Figure 1. Sequential cells coloured by netlist name (run 1).
Bar = 50 um. Other sequential cells in the stronger grey, the rest of the logic in the fainter grey.
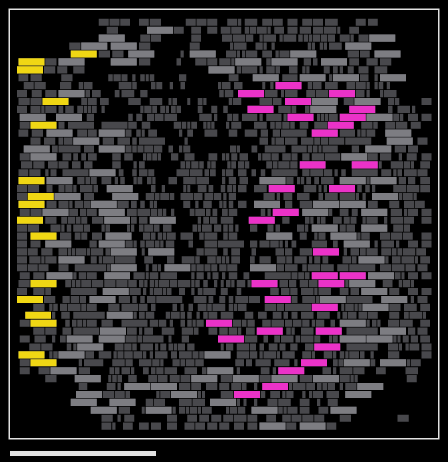
Figure 2. Clock wiring as the flow saved it (run 1).
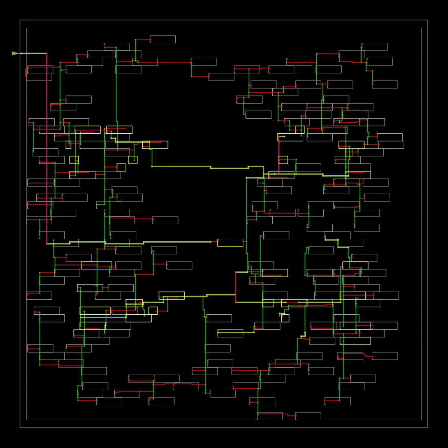
Figure 3. Signal wires by layer (run 1).
Two of the layers only.
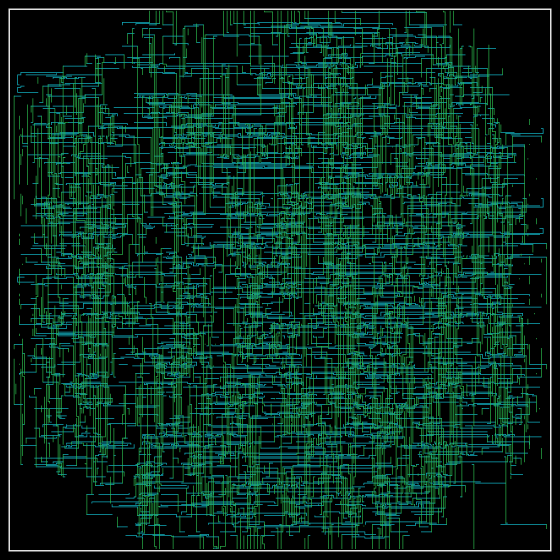
Figure 4. Gate-type map (run 1).
Bar = 50 um.
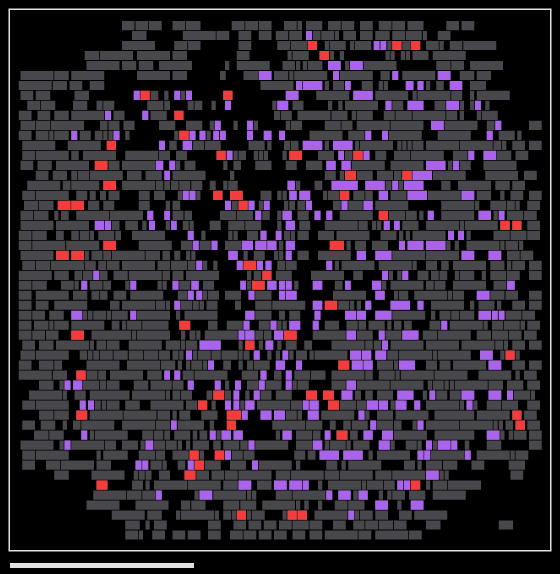
==> config.mk <==
export PLATFORM = sky130hd
export DESIGN_NAME = fm_sweep_ctrl
export DESIGN_NICKNAME = d
export VERILOG_FILES = /design/src/rtl/fm_sweep_pkg.sv /design/src/rtl/fm_dwell_timer.sv /design/src/rtl/fm_sweep_ctrl.sv
export SDC_FILE = /design/constraint.sdc
export NUM_CORES = 1
export LEC_CHECK = 0
export ABC_AREA = 0
export CAP_MARGIN = 0
export CORE_MARGIN = 2
export CORE_UTILIZATION = 57
export DETAILED_ROUTE_END_ITERATION = 6
export HOLD_SLACK_MARGIN = 0.02
export PLACE_DENSITY = 0.82
export SLEW_MARGIN = 20
export SYNTH_ARGS = -nofsm -noshare
export SYNTH_HDL_FRONTEND = slang
export SYNTH_HIERARCHICAL = 1
export SYNTH_SLANG_ARGS = --single-unit
==> constraint.sdc <==
create_clock -name clk -period 7.95 [get_ports clk]
set_clock_uncertainty 0.1 [all_clocks]
set_input_delay 1.59 -clock clk [delete_from_list [all_inputs] [get_ports clk]]
set_output_delay 1.59 -clock clk [all_outputs]
set_load 0.01 [all_outputs]
==> flow_summary.ini <==
; physical design summary
[run_status]
status = completed

[clocking]
post_cts_resize_count = 0
cts-hold-fix-buffers = 0
cts.clk_slew.worst_paths_ns = 0.07
cts-root-to-sink-buffers = 2
clkLatencyLatePin_ns = 0.44

[worst_setup_path]
critical_path_peak_fanout = 19
critical_path_cell_count = 24
worst_path_dominant_cell_family = simple AND/OR/NAND/NOR gates
start_kind = flop
critPathArrivalTime_ns = 7.60
timing.critical_path.slowest_cell_delay_ns = 0.73

[floorplanning]
io-pin-count = 151
fp_util_pct = 57.8
chipHeight_um = 147

[finish]
finish.instance_area_sq_mm = 0.0140
fraction_of_final_layout_cells_with_drive_strength_greater_than_1_pct = 13.0
insertedDiodeCount = 0

[logic_synthesis]
syn-cell-area_sq_mm = 0.0117
synth_top_area_share_pct = 35.2
ff_type = sky130_fd_sc_hd__dfrtp_1
count_of_state_elements_after_synthesis = 164
top_cells_by_area = sky130_fd_sc_hd__dfrtp_1 (35%), sky130_fd_sc_hd__ha_1 (11%), sky130_fd_sc_hd__mux2_2 (8.5%), sky130_fd_sc_hd__xnor2_1 (4.4%), sky130_fd_sc_hd__o21ai_0 (3.8%)
mappedNetlistNets = 1434

[run]
stage_log_warnings = 28

[power_and_ir_drop]
report.power.total_mw = 4.56
worst_ir_drop_vdd_v = 0.000197

[sta]
finalClockPeriodUsage_pct = 93.3
report.final.slew_viol_count = 0

[grt]
number_of_antenna_violations_at_the_first_check_in_global_routing = 0

[drt]
post-route-drc-count = 0

[hold_path]
timing.hold.worst_path_depth = 1
About Figure 1:
`dwell_q` -> yellow  # flops 16
`ctrl` -> magenta  # flops 32
not coloured = 116
sequential cell area share: 29.3%
Seq. pwr: 1.25 mW
sequential standard cell area: 0.00410 sq mm
utilization after layout: 69.5%

About Figure 2:
clock group total power: 0.907 mW
number of clock buffers in the layout: 17
total clock buffers created by CTS: 17
flip-flop and latch count: 164
clock sinks: 164

About Figure 3:
met1 -> cyan  # wire length 14100 um
met2 -> green  # wire length 15700 um
final routed wire length divided by cell count: 20.9 um
overall track demand over capacity in global routing: 31.9%
total vias in the final route: 10.2k
routed wire length: 34100 um

About Figure 4:
AND-OR and OR-AND gates -> red  # cells 60, where spread over the die
inverting AOI/OAI gates -> purple  # cells 267
final instance count without filler cells: 1627
logic share of the area: 49.3%
most common logic cell in the routed design: sky130_fd_sc_hd__dfrtp_1

[run 1: cells by family (layout without fill, tap and decap cells)]
family,count (synthesis),after routing,synth area share (%)
AND/OR/NAND/NOR,277,277,12.4
AND-OR/OR-AND,327,327,20.2
multiplexers,90,90,8.67
XOR/XNOR,95,95,7.14
buffers and inverters,166,305,5.76
flip-flops,164,164,35.2
adder cells (fa/ha/maj),99,99,10.7
[run 1: layout make-up]
| type | count | area, sq um |
|---|---|---|
| Clock inverter | 15 | 220 |
| Multi-Input combinational cell | 888 | 6920 |
| Clock buffer | 17 | 425 |
| Tap cell | 270 | 338 |
| Fill cell | 1515 | 6150 |
| Sequential cell | 164 | 4100 |
| Timing Repair Buffer | 161 | 1600 |
| Inverter | 112 | 420 |
[run 1: power by group]
group / total, mW / switching, mW / internal [mW]
sequential: 1.25 / 0.228 / 1.02
combinational: 2.40 / 1.38 / 1.03
clock: 0.907 / 0.372 / 0.535
total: 4.56 / 1.98 / 2.58
[run 1: Yosys cell counts (3+ instances only)]
cell                       count
sky130_fd_sc_hd__a211o_1       3
sky130_fd_sc_hd__a211oi_1     10
sky130_fd_sc_hd__a21o_1       26
sky130_fd_sc_hd__a21oi_1      64
sky130_fd_sc_hd__a222oi_1     29
sky130_fd_sc_hd__a22oi_1       3
sky130_fd_sc_hd__a31o_2        5
sky130_fd_sc_hd__a31oi_1       8
sky130_fd_sc_hd__and3_1        8
sky130_fd_sc_hd__and4_1        3
sky130_fd_sc_hd__buf_1         7
sky130_fd_sc_hd__clkbuf_1     40
sky130_fd_sc_hd__dfrtp_1     164
sky130_fd_sc_hd__ha_1         98
sky130_fd_sc_hd__inv_1       112
sky130_fd_sc_hd__mux2_2       88
sky130_fd_sc_hd__nand2_1      83
sky130_fd_sc_hd__nand2b_1     18
sky130_fd_sc_hd__nand3_1       7
sky130_fd_sc_hd__nand4_1      19
sky130_fd_sc_hd__nor2_1       55
sky130_fd_sc_hd__nor2b_1      11
sky130_fd_sc_hd__nor3_1       28
sky130_fd_sc_hd__nor4_1       15
sky130_fd_sc_hd__nor4_2        3
sky130_fd_sc_hd__o211a_1       8
sky130_fd_sc_hd__o211ai_1     14
sky130_fd_sc_hd__o211ai_2      7
sky130_fd_sc_hd__o21a_1        7
sky130_fd_sc_hd__o21ai_0      88
sky130_fd_sc_hd__o21bai_1      4
sky130_fd_sc_hd__o221ai_1      4
sky130_fd_sc_hd__o221ai_2     13
sky130_fd_sc_hd__o31a_1        3
sky130_fd_sc_hd__o31ai_1       3
sky130_fd_sc_hd__o41ai_1       6
sky130_fd_sc_hd__or2_2         3
sky130_fd_sc_hd__or3_1         3
sky130_fd_sc_hd__or4_1         3
sky130_fd_sc_hd__xnor2_1      58
sky130_fd_sc_hd__xor2_1       37
[run 1: routing by layer]
| layer | part of all wire (%) | wire length, um | global-route usage, % | up-vias |
|---|---|---|---|---|
| met5 | 0 | 0 | 0 | - |
| met4 | 3.5 | 1180 | 12.1 | 0 |
| met3 | 9.2 | 3140 | 6.02 | 67 |
| met2 | 46 | 15700 | 50.4 | 512 |
| met1 | 41 | 14100 | 44.0 | 4925 |
| li1 | - | - | - | 4715 |
Power and IR drop assume default switching activity.
